**src/rtl/pipeline_hazard_scoreboard_if.sv**
```systemverilog
// Pipeline latch / mult-div bundle between the datapath (master) and the
// hazard scoreboard (slave).
interface pipeline_hazard_scoreboard_if #(
    parameter int XLEN = 32
);
    logic [XLEN-1:0] fd_instr;
    logic [XLEN-1:0] dx_instr;
    logic [XLEN-1:0] xm_instr;
    logic [XLEN-1:0] mw_instr;
    logic            xm_err;
    logic            mw_err;
    logic            md_rdy;
    logic            md_exc;
    logic [1:0]      a_sel;
    logic [1:0]      b_sel;
    logic            stall;
    logic            md_start;
    logic            md_busy;
    logic            md_timeout;
    logic            md_err;

    modport master (
        output fd_instr, dx_instr, xm_instr, mw_instr, xm_err, mw_err, md_rdy, md_exc,
        input  a_sel, b_sel, stall, md_start, md_busy, md_timeout, md_err
    );

    modport slave (
        input  fd_instr, dx_instr, xm_instr, mw_instr, xm_err, mw_err, md_rdy, md_exc,
        output a_sel, b_sel, stall, md_start, md_busy, md_timeout, md_err
    );
endinterface

```
**src/rtl/pipeline_hazard_scoreboard.sv**
```systemverilog
// Bypass-select, load-use stall and mult/div sequencing for the 5-stage pipeline.
// Define HAZARD_PERF_EN to add saturating stall-cycle counters (perf_lu_stalls, perf_md_stalls).
module pipeline_hazard_scoreboard #(
    parameter int XLEN       = 32,
    parameter int NREG       = 32,
    parameter int ERR_REG    = 30,
    parameter int LINK_REG   = 31,
    parameter int MD_MAX_LAT = 40
) (
    input  logic clock,
    input  logic reset_n,
    pipeline_hazard_scoreboard_if.slave bus
`ifdef HAZARD_PERF_EN
    ,
    output logic [31:0] perf_lu_stalls,
    output logic [31:0] perf_md_stalls
`endif
);
    localparam int RW = $clog2(NREG);
    localparam int CW = $clog2(MD_MAX_LAT);

    typedef logic [RW-1:0] reg_t;
    typedef struct packed {
        logic vld;
        reg_t idx;
    } reg_ref_t;

    typedef enum logic [4:0] {
        OP_RTYPE = 5'd0,  OP_BNE = 5'd2, OP_JAL = 5'd3, OP_JR   = 5'd4,  OP_ADDI = 5'd5,
        OP_BLT   = 5'd6,  OP_SW  = 5'd7, OP_LW  = 5'd8, OP_SETX = 5'd21, OP_BEX  = 5'd22
    } opcode_e;

    typedef enum logic { S_IDLE, S_BUSY } md_state_e;

    localparam reg_t           ERR_IDX   = reg_t'(ERR_REG);
    localparam reg_t           LINK_IDX  = reg_t'(LINK_REG);
    localparam logic [4:0]     ALUOP_MUL = 5'd6;
    localparam logic [4:0]     ALUOP_DIV = 5'd7;
    localparam logic [CW-1:0]  CNT_LAST  = CW'(MD_MAX_LAT - 1);

    function automatic logic [4:0] f_op(input logic [XLEN-1:0] instr);
        return instr[XLEN-1 -: 5];
    endfunction
    function automatic reg_t f_rd(input logic [XLEN-1:0] instr);
        return instr[XLEN-6 -: RW];
    endfunction
    function automatic reg_t f_rs(input logic [XLEN-1:0] instr);
        return instr[XLEN-6-RW -: RW];
    endfunction
    function automatic reg_t f_rt(input logic [XLEN-1:0] instr);
        return instr[XLEN-6-2*RW -: RW];
    endfunction

    // A write to register 0 is discarded, so it never counts as a destination.
    function automatic reg_ref_t f_dest(input logic [XLEN-1:0] instr);
        reg_ref_t r;
        case (f_op(instr))
            OP_RTYPE, OP_ADDI, OP_LW: r.idx = f_rd(instr);
            OP_JAL:                   r.idx = LINK_IDX;
            OP_SETX:                  r.idx = ERR_IDX;
            default:                  r.idx = '0;
        endcase
        r.vld = (r.idx != '0);
        return r;
    endfunction

    function automatic reg_ref_t f_src_a(input logic [XLEN-1:0] instr);
        reg_ref_t r;
        r.vld = 1'b1;
        case (f_op(instr))
            OP_RTYPE, OP_ADDI, OP_SW, OP_LW: r.idx = f_rs(instr);
            OP_BNE, OP_BLT, OP_JR:           r.idx = f_rd(instr);
            OP_BEX:                          r.idx = ERR_IDX;
            default: begin
                r.vld = 1'b0;
                r.idx = '0;
            end
        endcase
        return r;
    endfunction

    function automatic reg_ref_t f_src_b(input logic [XLEN-1:0] instr);
        reg_ref_t r;
        r.vld = 1'b1;
        case (f_op(instr))
            OP_RTYPE:       r.idx = f_rt(instr);
            OP_BNE, OP_BLT: r.idx = f_rs(instr);
            OP_SW:          r.idx = f_rd(instr);
            default: begin
                r.vld = 1'b0;
                r.idx = '0;
            end
        endcase
        return r;
    endfunction

    // Status/exception value beats XM bypass, which beats MW writeback; a lw in XM has no data yet.
    function automatic logic [1:0] f_sel(input reg_ref_t src, input logic [XLEN-1:0] xm,
                                         input logic [XLEN-1:0] mw, input logic err);
        reg_ref_t xm_d = f_dest(xm);
        reg_ref_t mw_d = f_dest(mw);
        if (!src.vld)                                             return 2'd0;
        if (src.idx == ERR_IDX && err)                            return 2'd3;
        if (xm_d.vld && xm_d.idx == src.idx && f_op(xm) != OP_LW) return 2'd1;
        if (mw_d.vld && mw_d.idx == src.idx)                      return 2'd2;
        return 2'd0;
    endfunction

    md_state_e       r_state, w_state_next;
    logic [CW-1:0]   r_cnt, w_cnt_next;
    logic            r_issued, w_issued_next;
    reg_ref_t        w_fd_a, w_fd_b;
    reg_t            w_dx_rd;
    logic            w_lu_stall, w_dx_md, w_stall;
    logic            w_md_start, w_md_stall, w_md_timeout, w_md_err;
    logic            w_unused_instr_bits;

    // Instruction bits the scoreboard never decodes (shamt, immediates, XM/MW sources).
    assign w_unused_instr_bits = ^{bus.fd_instr, bus.dx_instr, bus.xm_instr, bus.mw_instr};

    assign bus.a_sel = f_sel(f_src_a(bus.dx_instr), bus.xm_instr, bus.mw_instr, bus.xm_err | bus.mw_err);
    assign bus.b_sel = f_sel(f_src_b(bus.dx_instr), bus.xm_instr, bus.mw_instr, bus.xm_err | bus.mw_err);

    assign w_fd_a     = f_src_a(bus.fd_instr);
    assign w_fd_b     = f_src_b(bus.fd_instr);
    assign w_dx_rd    = f_rd(bus.dx_instr);
    assign w_lu_stall = (f_op(bus.dx_instr) == OP_LW) && (w_dx_rd != '0) &&
                        ((w_fd_a.vld && w_fd_a.idx == w_dx_rd) || (w_fd_b.vld && w_fd_b.idx == w_dx_rd));
    assign w_dx_md    = (f_op(bus.dx_instr) == OP_RTYPE) &&
                        (bus.dx_instr[6:2] == ALUOP_MUL || bus.dx_instr[6:2] == ALUOP_DIV);

    always_ff @(posedge clock or negedge reset_n) begin
        if (!reset_n) begin
            r_state  <= S_IDLE;
            r_cnt    <= '0;
            r_issued <= 1'b0;
        end else begin
            // NOTE: state registers use non-blocking assignment so every flop samples pre-edge values.
            r_state  <= w_state_next;
            r_cnt    <= w_cnt_next;
            r_issued <= w_issued_next;
        end
    end

    always_comb begin
        // NOTE: every output gets a default first, so no path can leave one unassigned and infer a latch.
        w_state_next = r_state;
        w_cnt_next   = r_cnt;
        w_md_start   = 1'b0;
        w_md_stall   = 1'b0;
        w_md_timeout = 1'b0;
        w_md_err     = 1'b0;
        case (r_state)
            S_IDLE: begin
                // reset_n gating keeps a DX mul from raising start/stall while reset is held.
                if (reset_n && w_dx_md && !r_issued) begin
                    w_md_start   = 1'b1;
                    w_md_stall   = 1'b1;
                    w_state_next = S_BUSY;
                    w_cnt_next   = '0;
                end
            end
            S_BUSY: begin
                if (bus.md_rdy) begin
                    w_md_err     = bus.md_exc;
                    w_state_next = S_IDLE;
                    w_cnt_next   = '0;
                end else if (r_cnt == CNT_LAST) begin
                    w_md_timeout = 1'b1;
                    w_md_err     = 1'b1;
                    w_state_next = S_IDLE;
                    w_cnt_next   = '0;
                end else begin
                    w_md_stall = 1'b1;
                    w_cnt_next = r_cnt + CW'(1);
                end
            end
            default: w_state_next = S_IDLE;
        endcase
        w_stall = w_lu_stall | w_md_stall;
        // DX advances on any unstalled edge, which retires the issued instruction.
        w_issued_next = w_md_start ? 1'b1 : (w_stall ? r_issued : 1'b0);
    end

    assign bus.stall      = w_stall;
    assign bus.md_start   = w_md_start;
    assign bus.md_busy    = (r_state == S_BUSY);
    assign bus.md_timeout = w_md_timeout;
    assign bus.md_err     = w_md_err;

`ifdef HAZARD_PERF_EN
    always_ff @(posedge clock or negedge reset_n) begin
        if (!reset_n) begin
            perf_lu_stalls <= '0;
            perf_md_stalls <= '0;
        end else begin
            if (w_lu_stall && perf_lu_stalls != '1) perf_lu_stalls <= perf_lu_stalls + 32'd1;
            if (w_md_stall && perf_md_stalls != '1) perf_md_stalls <= perf_md_stalls + 32'd1;
        end
    end
`endif
endmodule

```
**src/flat_wrapper.sv**
```systemverilog
// flat-port wrapper written by rule: the top's interface ports become plain ports
module pipeline_hazard_scoreboard_flat 
#(
    parameter int XLEN       = 32,
    parameter int NREG       = 32,
    parameter int ERR_REG    = 30,
    parameter int LINK_REG   = 31,
    parameter int MD_MAX_LAT = 40
)
  (clock, reset_n, bus_fd_instr, bus_dx_instr, bus_xm_instr, bus_mw_instr, bus_xm_err, bus_mw_err, bus_md_rdy, bus_md_exc, bus_a_sel, bus_b_sel, bus_stall, bus_md_start, bus_md_busy, bus_md_timeout, bus_md_err);
  pipeline_hazard_scoreboard_if #(.XLEN(XLEN)) bus_i ();
  input  logic clock;
  input  logic reset_n;
  input wire logic [$bits(bus_i.fd_instr)-1:0] bus_fd_instr;
  input wire logic [$bits(bus_i.dx_instr)-1:0] bus_dx_instr;
  input wire logic [$bits(bus_i.xm_instr)-1:0] bus_xm_instr;
  input wire logic [$bits(bus_i.mw_instr)-1:0] bus_mw_instr;
  input wire logic [$bits(bus_i.xm_err)-1:0] bus_xm_err;
  input wire logic [$bits(bus_i.mw_err)-1:0] bus_mw_err;
  input wire logic [$bits(bus_i.md_rdy)-1:0] bus_md_rdy;
  input wire logic [$bits(bus_i.md_exc)-1:0] bus_md_exc;
  output wire logic [$bits(bus_i.a_sel)-1:0] bus_a_sel;
  output wire logic [$bits(bus_i.b_sel)-1:0] bus_b_sel;
  output wire logic [$bits(bus_i.stall)-1:0] bus_stall;
  output wire logic [$bits(bus_i.md_start)-1:0] bus_md_start;
  output wire logic [$bits(bus_i.md_busy)-1:0] bus_md_busy;
  output wire logic [$bits(bus_i.md_timeout)-1:0] bus_md_timeout;
  output wire logic [$bits(bus_i.md_err)-1:0] bus_md_err;
  assign bus_i.fd_instr = bus_fd_instr;
  assign bus_i.dx_instr = bus_dx_instr;
  assign bus_i.xm_instr = bus_xm_instr;
  assign bus_i.mw_instr = bus_mw_instr;
  assign bus_i.xm_err = bus_xm_err;
  assign bus_i.mw_err = bus_mw_err;
  assign bus_i.md_rdy = bus_md_rdy;
  assign bus_i.md_exc = bus_md_exc;
  assign bus_a_sel = bus_i.a_sel;
  assign bus_b_sel = bus_i.b_sel;
  assign bus_stall = bus_i.stall;
  assign bus_md_start = bus_i.md_start;
  assign bus_md_busy = bus_i.md_busy;
  assign bus_md_timeout = bus_i.md_timeout;
  assign bus_md_err = bus_i.md_err;
  pipeline_hazard_scoreboard #(.XLEN(XLEN), .NREG(NREG), .ERR_REG(ERR_REG), .LINK_REG(LINK_REG), .MD_MAX_LAT(MD_MAX_LAT)) u_core (.clock(clock), .reset_n(reset_n), .bus(bus_i));
endmodule
```
**config.mk**
```make
export PLATFORM = sky130hd
export DESIGN_NAME = pipeline_hazard_scoreboard_flat
export DESIGN_NICKNAME = d
export VERILOG_FILES = /design/src/rtl/pipeline_hazard_scoreboard_if.sv /design/src/rtl/pipeline_hazard_scoreboard.sv /design/src/flat_wrapper.sv
export SDC_FILE = /design/constraint.sdc
export NUM_CORES = 1
export LEC_CHECK = 0
export ABC_AREA = 0
export CORE_MARGIN = 5
export CORE_UTILIZATION = 33
export CTS_CLUSTER_DIAMETER = 40
export DETAILED_ROUTE_END_ITERATION = 12
export PLACE_DENSITY = 0.81
export REMOVE_ABC_BUFFERS = 1
export SYNTH_ARGS = -nofsm -noshare
export SYNTH_HDL_FRONTEND = slang
export SYNTH_SLANG_ARGS = --single-unit
```
**constraint.sdc**
```tcl
create_clock -name clock -period 3.83 [get_ports clock]
set_clock_uncertainty 0.15 [all_clocks]
set_input_delay 0.766 -clock clock [delete_from_list [all_inputs] [get_ports clock]]
set_output_delay 0.766 -clock clock [all_outputs]
set_load 0.05 [all_outputs]
```
**Run 1: clock distribution**

(4 px per um)
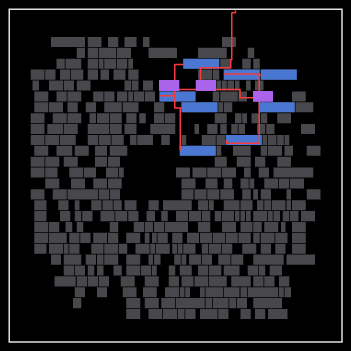
legend:
  purple:
    item: cells driving clock nets
    count: 3
  red:
    item: clock wires
    length: 123 um
  blue:
    item: flip-flops
    count: 8
routed clock nets: 4
clock power share: 21.1%
worst-skew pair later-pin latency: 0.23 ns
clock group power: 99.0 uW

**Run 1: routing congestion**

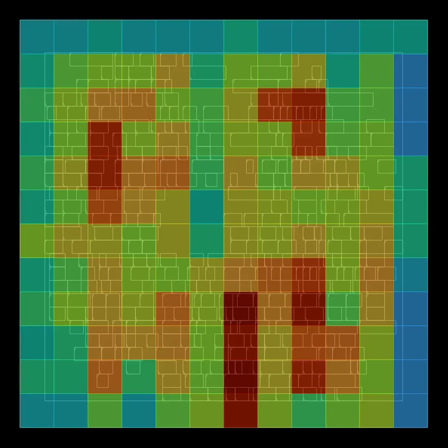
GR Layer Usage met1: 22.5%
met2 Usage GRT: 32.2%
global-route met3 utilization: 3.47%

**Run 1: I/O nets highlighted**

(3 px per um)
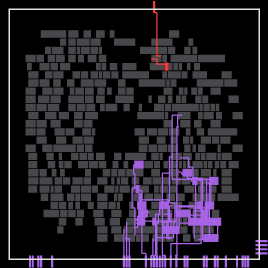
legend:
  purple:
    port: `bus_xm_instr`
    bits: 32
    direction: input
    end_cells: 22
    buffers: 16
    wire: 601 um
  red:
    port: `bus_md_timeout`
    bits: 1
    direction: output
    end_cells: 1
    buffers: 1
    wire: 24.2 um
count of input and output buffers: 78
Top Ports: 143

**Run 1: placement density heat map**

(4 px per um) 8 x 8 tiles, from dark blue (low) to red (high), 0 to 100% covered.
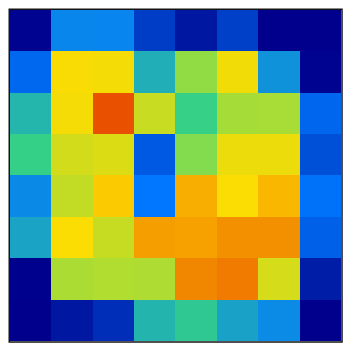
mean over tiles: 46%
nearly empty tiles: 11%
fullest tile: 91%
tiles over 75% full: 16%
Core Region: 5140 um2
post-layout util: 63.2%
Init Core Util: 34.0%

[run 1: layout make-up]
cell class / count / share of cell area, %
multi-input cells: 216 / 50.5
repair buffers: 134 / 39.1
flip-flops and latches: 8 / 6.17
well taps: 70 / 2.70
clock buffers: 3 / 1.27
inverters: 2 / 0.231
diodes: 1 / 0.0771
[run 1: power by group]
group          total, uW  switching, uW  leakage [uW]  internal (uW)
registers           86.1          0.539      0.000112           85.6
clock network       99.0           31.1     0.0000216           67.9
logic                284            125       0.00122            159
total                469            157       0.00136            313
[run 1: layer usage]
metal / part of all wire [%] / vias up / track usage (%)
li1: - / 1188 / -
met1: 42 / 1126 / 22.5
met2: 50 / 86 / 32.2
met3: 5.7 / 14 / 3.47
met4: 2.9 / 0 / 4.46
met5: 0 / - / 0
==> flow_summary.toml, run 1 <==
# generated from flow reports
[outcome]
outcome = "complete, no violations"

[yosys]
edf_count = 0
top_area_cell = "dfrtp_1"
ys_cells = 234
yosysMostFrequentCell = "nor2_1"
ys_sh_mux_pct = 3.72
synth_top_area_share_pct = 11.4
synth_seq_share_pct = 11.4
synth_cell_types = 56
xor_share_pct = 14.0
yosys.area_share.simple_pct = 37.2
ys_chip_area_um2 = 1750
synth_flops = 8
async_reset_ff_share_pct = 100
postSynthCellCount = 234
synthAoiAreaFrac_pct = 30.5
avgSynthCellArea_um2 = 7.48
synthFlopType = "dfrtp_1"
topCellsByArea = "dfrtp_1 (11%), xnor2_1 (7.5%), xor2_1 (6.5%)"
top_cells_by_count = "nor2_1 (26), o21ai_0 (20), xnor2_1 (15), a21oi_1 (14)"
synthTopLogicFamily = "simple AND/OR/NAND/NOR gates"
yosys_warnings = 0
syn-cell-area_um2 = 1750
ys_sh_adder_pct = 0.715

[critical_path]
max_stage_delay_ns = 0.55
cp_slowest_cell = "clkdlybuf4s50_1"
ff2ff_setup_slack_ns = 2.17
crit_fanout = 5
start_kind = "input port"
critPathBufInv = 2
crit_family = "buffers and inverters"
crit_chain = "clkdlybuf4s50_1, and3b_2, a21oi_1, o32a_1, xor2_1, nand2_1, nor4_1, a21bo_4, buf_12"
cp_num_cells = 9
crit_start = "bus_mw_instr[28]"
worstReg2RegEnd = "u_core.r_issued"
r2r_start = "u_core.r_cnt[0]"
crit_path_end = "bus_b_sel[1]"
reg2regPathDepth = 4
cp.arrival_ns = 2.88
critPathKind = "in2out"
cp-end-kind = "output pin"
required_ns = 2.91

[timing]
report.final.slew_viol_count = 0
holdWs_ns = 0.349
hold_viol = 0
period_used_pct = 99.1
setup_viol_count_final = 0
slew_headroom_pct = 66.2
finalCriticalPeriod_ns = 3.80
setup_ws_ns = 0.0339
max_freq_mhz = 263
tns_ns = 0
rsz0062_at_grt = "yes"
worstMarginPinSlew_ns = 0.506

[layout]
lay_top_count = "clkdlybuf4s50_1"
num-fill-cells = 451
logic_area_um2 = 1640
area_delta_synth_final_pct = 85.6
largest_reg_flops = 6
fin_area_um2 = 3250
fin_nets = 500
layout_top_cells = "clkdlybuf4s50_1 (57), buf_4 (53), nor2_1 (25), o21ai_0 (20), xnor2_1 (15)"
drive_above_1_share_pct = 27.5
flop_area_um2 = 200
regMostFlops = "u_core.r_cnt"
final_cell_count_no_fill = 434

[place]
pre_cts_slack_ns = -0.266
dp_cells = 420
dpl.hpwl_um = 5310
place_area_um2 = 2990
gp_congestion = 0.938

[global_routing]
antenna_found_initial = 1
grt_overflow = 0
grt.total_usage_pct = 18.2
grt_pass1_vias = 2417
grt_start_max_net_pins = 11
grt_pass1_wl_um = 10900

[routing]
drt_iter0_drc = 93
wl_um = 6880
drc = 0
viasPerCell = 5.56
vias = 2414
postRouteAntennaNets = 0
dr.pass1.iters = 5
wl_per_cell_um = 15.9

[job]
openroad.warnings = 90
maxCapViolations = 0

[power_and_ir_drop]
vdd_ir_drop_max_mv = 0.122
pwr_density_cell_nw_per_um2 = 144
p_leak_uw = 0.00136
finalPower_uw = 469

[clocking]
cts_hold_buf = 0
clk_transition_reported_paths_ns = 0.04
clockBufferDepth = 2
cts_tree = "built"
clock_sinks = 8
htree_levels = 1
cts_resized = 17
cts_root_buf = "clkbuf_8"
numCtsBuffers = 3
cts_setup_buffers = 4

[floorplan]
die_w_um = 82.8
rows = 26
die_height_um = 82.8
chipArea_um2 = 6860

[worst_hold_path]
hold_path_class = "reg2reg"
hold_path_depth = 1
hp-start = "u_core.r_cnt[5]"
hold_end = "u_core.r_cnt[5]"
## Run 2: what changed since run 1
- CAP_MARGIN: not set -> 15
- SLEW_MARGIN: not set -> 0
**Run 2: clock distribution**

(4 px per um)
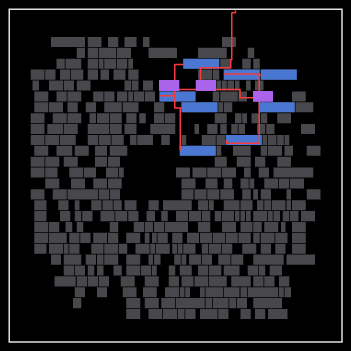
legend:
  purple:
    item: cells driving clock nets
    count: 3
  red:
    item: clock wires
    length: 123 um
  blue:
    item: flip-flops
    count: 8
routed clock nets: 4

**Run 2: met3 routing**

(6 px per um) Cells faint in the background.
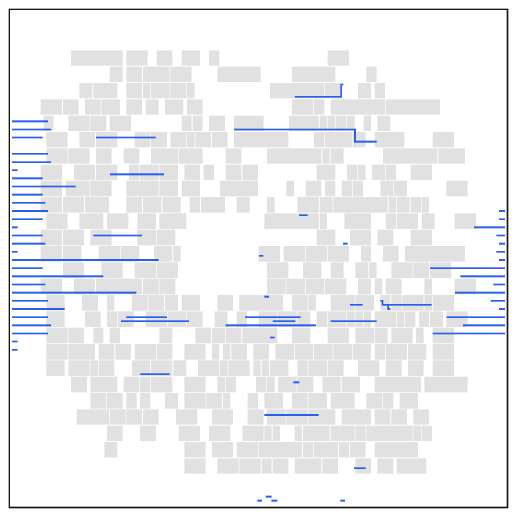
share of all routed wire: 5.7%
wire length on this layer: 394 um
longest straight run: 24.1 um
nets with wire on the layer: 63
total number of vias: 2414
Routed Wire Length: 6880 um

==> run 2 against run 1 <==
Net effect: non-clock buffer count is the same; largest power group unchanged; worst setup slack stayed put; die size unchanged.
==> flow_summary.toml, run 2 <==
# generated from flow reports
[critical_path]
cp-end-kind = "output pin"
cp.arrival_ns = 2.88
cp_num_cells = 9
crit_family = "buffers and inverters"
critPathKind = "in2out"
crit_path_end = "bus_b_sel[1]"
ff2ff_setup_slack_ns = 2.17
required_ns = 2.91
crit_chain = "clkdlybuf4s50_1, and3b_2, a21oi_1, o32a_1, xor2_1, nand2_1, nor4_1, a21bo_4, buf_12"
crit_start = "bus_mw_instr[28]"
reg2regPathDepth = 4
critPathBufInv = 2
crit_fanout = 5

[power_and_ir_drop]
pwr-share-seq_pct = 18.4
pwr_density_cell_nw_per_um2 = 144
switching_share_pct = 33.4
vdd_ir_drop_max_mv = 0.122
pg_clk_uw = 99.0
comb_power_share_pct = 60.5
comb_cell_power_uw = 284
seq_power_uw = 86.1

[place]
dpl.hpwl_um = 5310
io_buffers = 78
pre_cts_slack_ns = -0.266
gp_congestion = 0.938

[routing]
postRouteAntennaNets = 0
dr_wl_met3_um = 394
dr.pass1.iters = 5
dr_wl_met2_um = 3430
drc = 0
drt_iter0_drc = 93
wl_per_cell_um = 15.9
top_layer_used = "met4"
wl_met1_um = 2860

[timing]
setup_viol_count_final = 0
hold_viol = 0
setup_ws_ns = 0.0339
worstMarginPinSlew_ns = 0.506
finalCriticalPeriod_ns = 3.80
rsz0062_at_grt = "yes"
report.final.slew_viol_count = 0

[yosys]
top_area_cell = "dfrtp_1"
edf_count = 0
yosys_warnings = 0
top_cells_by_count = "nor2_1 (26), o21ai_0 (20), xnor2_1 (15), a21oi_1 (14)"
synthTopLogicFamily = "simple AND/OR/NAND/NOR gates"
xor_share_pct = 14.0
ys_chip_area_um2 = 1750
synthAoiAreaFrac_pct = 30.5
synth_seq_share_pct = 11.4
ys_sh_adder_pct = 0.715
topCellsByArea = "dfrtp_1 (11%), xnor2_1 (7.5%), xor2_1 (6.5%)"
avgSynthCellArea_um2 = 7.48
synth_flops = 8
synthFlopType = "dfrtp_1"
syn-cell-area_um2 = 1750
postSynthCellCount = 234

[floorplan]
rows = 26
die_w_um = 82.8
core_area_um2 = 5140
nWellTaps = 70
ios = 143
fp_util_pct = 34.0
die_height_um = 82.8

[layout]
num-fill-cells = 451
drive_above_1_share_pct = 27.5
logic_area_um2 = 1640
regMostFlops = "u_core.r_cnt"
lay_top_count = "clkdlybuf4s50_1"
comb_cells = 216
fin_area_um2 = 3250
comb_share_pct = 50.5
dominant_cells = "logic gates"
largest_reg_flops = 6
clock_buffers = 3
layout.nonclk_buf_share_pct = 39.1
clkCellAreaFrac_pct = 1.27
flops = 8
fin_nets = 500
diodes = 1

[clocking]
cts_tree = "built"
clockBufferDepth = 2
cts_hold_buf = 0
clk_transition_reported_paths_ns = 0.04
htree_levels = 1
cts_root_buf = "clkbuf_8"
clock_sinks = 8
numCtsBuffers = 3

[worst_hold_path]
hold_path_class = "reg2reg"
hp-start = "u_core.r_cnt[5]"
hold_path_depth = 1
hold_end = "u_core.r_cnt[5]"

[global_routing]
grt_use_met3_pct = 3.47
antenna_found_initial = 1
grt.total_usage_pct = 18.2
grt_overflow = 0

[outcome]
outcome = "complete, no violations"

[job]
openroad.warnings = 90
-- run 2: cell counts after synthesis --
Identical to the previous run, type by type.
-- run 2: per-stage QoR --
| step | hold WS, ns | power, uW | setup TNS, ns | util [%] | instances |
|---|---|---|---|---|---|
| 6_report | 0.349 | 469 | 0 | 63.2 | 434 |
| 5_1_grt | 0.391 | 501 | -0.0547 | 63.2 | 434 |
| 4_1_cts | 0.354 | 454 | 0 | 59.9 | 427 |
| 3_5_place_dp | 0.347 | 349 | -1.01 | 58.1 | 420 |
| 3_3_place_gp | 0.322 | 344 | -0.913 | 58.1 | 420 |
| 2_1_floorplan | 0.301 | 188 | -0.321 | - | 226 |
-- run 2: timing repair --
item                                    CTS  global route
pin swaps                                10            20
endpoints found under the setup margin    5             5
buffers inserted                          4             7
resized                                  17            31
## Run 3: what changed since run 2
- CORE_MARGIN: 5 -> 4
- CTS_CLUSTER_SIZE: not set -> 14
**Run 3: clock distribution**

(4 px per um)
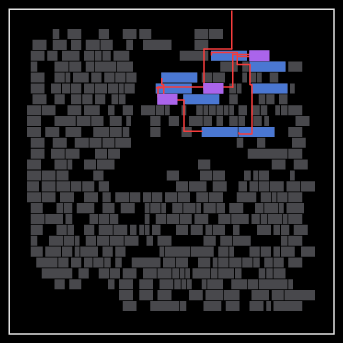
legend:
  purple:
    item: cells driving clock nets
    count: 3
  blue:
    item: flip-flops
    count: 8
  red:
    item: clock wires
    length: 127 um
routed clock nets: 4
clock group power: 100 uW
clock power share: 21.5%

**Run 3: I/O nets highlighted**

(3 px per um)
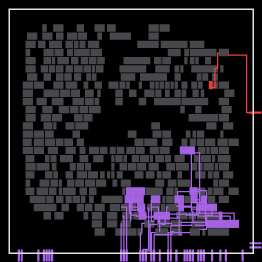
legend:
  red:
    port: `bus_md_timeout`
    bits: 1
    direction: output
    end_cells: 1
    buffers: 1
    wire: 41.1 um
  purple:
    port: `bus_xm_instr`
    bits: 32
    direction: input
    end_cells: 22
    buffers: 13
    wire: 431 um

==> run 3 against run 2 <==
Net effect: sequential power about the same; worst setup slack improved by 0.046 ns; total power decreased by 1.1%; combinational power decreased by 2%; non-clock buffer count decreased by 12; die size decreased by 4.8%; register-to-register slack improved by 0.11 ns; final area decreased by 3.0%; via count decreased by 3.8%; global-route usage increased by 0.99 points; utilization decreased by 1.5 points; sequential cell count unchanged.
==> flow_summary.toml, run 3 <==
# generated from flow reports
[layout]
logic_area_um2 = 1640
utilization_pct = 61.6
final_cell_count_no_fill = 421
lay_top_count = "clkdlybuf4s50_1"
regMostFlops = "u_core.r_cnt"
area_delta_synth_final_pct = 80.0
flop_area_um2 = 200
diodes = 0
num-fill-cells = 470
fin_nets = 488
layout_top_cells = "clkdlybuf4s50_1 (57), buf_4 (40), nor2_1 (24), o21ai_0 (20), xnor2_1 (15)"
largest_reg_flops = 6
fin_area_um2 = 3150
drive_above_1_share_pct = 27.1

[clocking]
clock_sinks = 8
cts_hold_buf = 0
clockBufferDepth = 2
clk_transition_reported_paths_ns = 0.04
cts_root_buf = "clkbuf_8"
cts_setup_buffers = 1
clk_latency_ns = 0.23
cts_resized = 23
cts_tree = "built"
numCtsBuffers = 3
htree_levels = 1

[yosys]
top_area_cell = "dfrtp_1"
synthAoiAreaFrac_pct = 30.5
yosys.area_share.simple_pct = 37.2
avgSynthCellArea_um2 = 7.48
yosys_warnings = 0
ys_chip_area_um2 = 1750
ys_sh_adder_pct = 0.715
synthFlopType = "dfrtp_1"
postSynthCellCount = 234
top_cells_by_count = "nor2_1 (26), o21ai_0 (20), xnor2_1 (15), a21oi_1 (14)"
xor_share_pct = 14.0
synth_cell_types = 56
yosysMostFrequentCell = "nor2_1"
topCellsByArea = "dfrtp_1 (11%), xnor2_1 (7.5%), xor2_1 (6.5%)"
edf_count = 0
synth_flops = 8
ys_cells = 234
synthTopLogicFamily = "simple AND/OR/NAND/NOR gates"
syn-cell-area_um2 = 1750
async_reset_ff_share_pct = 100
synth_seq_share_pct = 11.4

[critical_path]
crit_fanout = 6
crit_start = "bus_dx_instr[29]"
reg2regPathDepth = 5
r2r_start = "u_core.bus.md_busy"
cp.arrival_ns = 2.83
required_ns = 2.91
cp-end-kind = "output pin"
ff2ff_setup_slack_ns = 2.28
worstReg2RegEnd = "u_core.r_cnt[5]"
crit_path_end = "bus_b_sel[1]"
crit_chain = "dlygate4sd2_1, nor4_4, and2b_2, a221o_1, nand2_1, or4_1, a21bo_2, buf_12"
crit_family = "simple AND/OR/NAND/NOR gates"
max_stage_delay_ns = 0.53
critPathBufInv = 2
critPathKind = "in2out"
cp_num_cells = 8

[timing]
max_freq_mhz = 267
setup_ws_ns = 0.0796
finalCriticalPeriod_ns = 3.75
hold_viol = 0
worstMarginPinSlew_ns = 0.511
period_used_pct = 97.9
slew_headroom_pct = 65.8
rsz0062_at_grt = "no"
setup_viol_count_final = 0
tns_ns = 0
holdWs_ns = 0.346
report.final.slew_viol_count = 0

[place]
io_buffers = 78
pre_cts_slack_ns = -0.355
gp_congestion = 0.916
dpl.hpwl_um = 5360
dp_cells = 417

[power_and_ir_drop]
switching_power_uw = 156
comb_power_share_pct = 59.9
pwr_density_cell_nw_per_um2 = 147
p_int_uw = 308
finalPower_uw = 464
p_leak_uw = 0.00130
vdd_ir_drop_max_mv = 0.0967
pwr-share-seq_pct = 18.6
switching_share_pct = 33.7

[floorplan]
rows = 26
die_height_um = 80.8
die_w_um = 80.8
fp_util_pct = 34.2
ios = 143
core_area_um2 = 5110

[global_routing]
grt_start_max_net_pins = 11
grt_overflow = 0
met2_usage_pct = 35.5
grt_pass1_wl_um = 10100
grt_use_met3_pct = 1.66
antenna_found_initial = 0
grt_pass1_vias = 2266
grt.total_usage_pct = 19.2

[worst_hold_path]
hold_path_depth = 1
hold_end = "u_core.r_cnt[5]"
hp-start = "u_core.r_cnt[5]"
hold_path_class = "reg2reg"

[job]
openroad.warnings = 89
maxCapViolations = 0

[outcome]
outcome = "complete, no violations"

[routing]
wl_per_cell_um = 15.5
drt_iter0_drc = 147
drc = 0
dr.pass1.iters = 5
wl_um = 6550
top_layer_used = "met4"
dr_wl_met2_um = 3320
wl_met1_um = 2880
postRouteAntennaNets = 0
dr_wl_met3_um = 319
vias = 2322
run 3: cell types whose count changed in the layout (fill, tap and decap cells not counted), sizes merged:
cell	before	now
diode	1	0
clkbuf	5	7
buf	62	50
clkdlybuf4s15	3	1
run 3: area by class of cell:
type / count / area share (%)
multi-input combinational: 216 / 52.1
sequential: 8 / 6.36
inverter: 2 / 0.238
clock buffer: 3 / 1.31
timing repair buffer: 122 / 37.2
tap: 70 / 2.78
run 3: power by group through the flow:
stage	clock network (uW)	logic (uW)	registers [uW]
2_1_floorplan	0	100	87.2
3_3_place_gp	0	256	87.2
3_5_place_dp	0	262	87.3
4_1_cts	103	266	86.1
5_1_grt	107	298	86.2
6_report	100	278	86.1
Power and IR drop assume default switching activity.
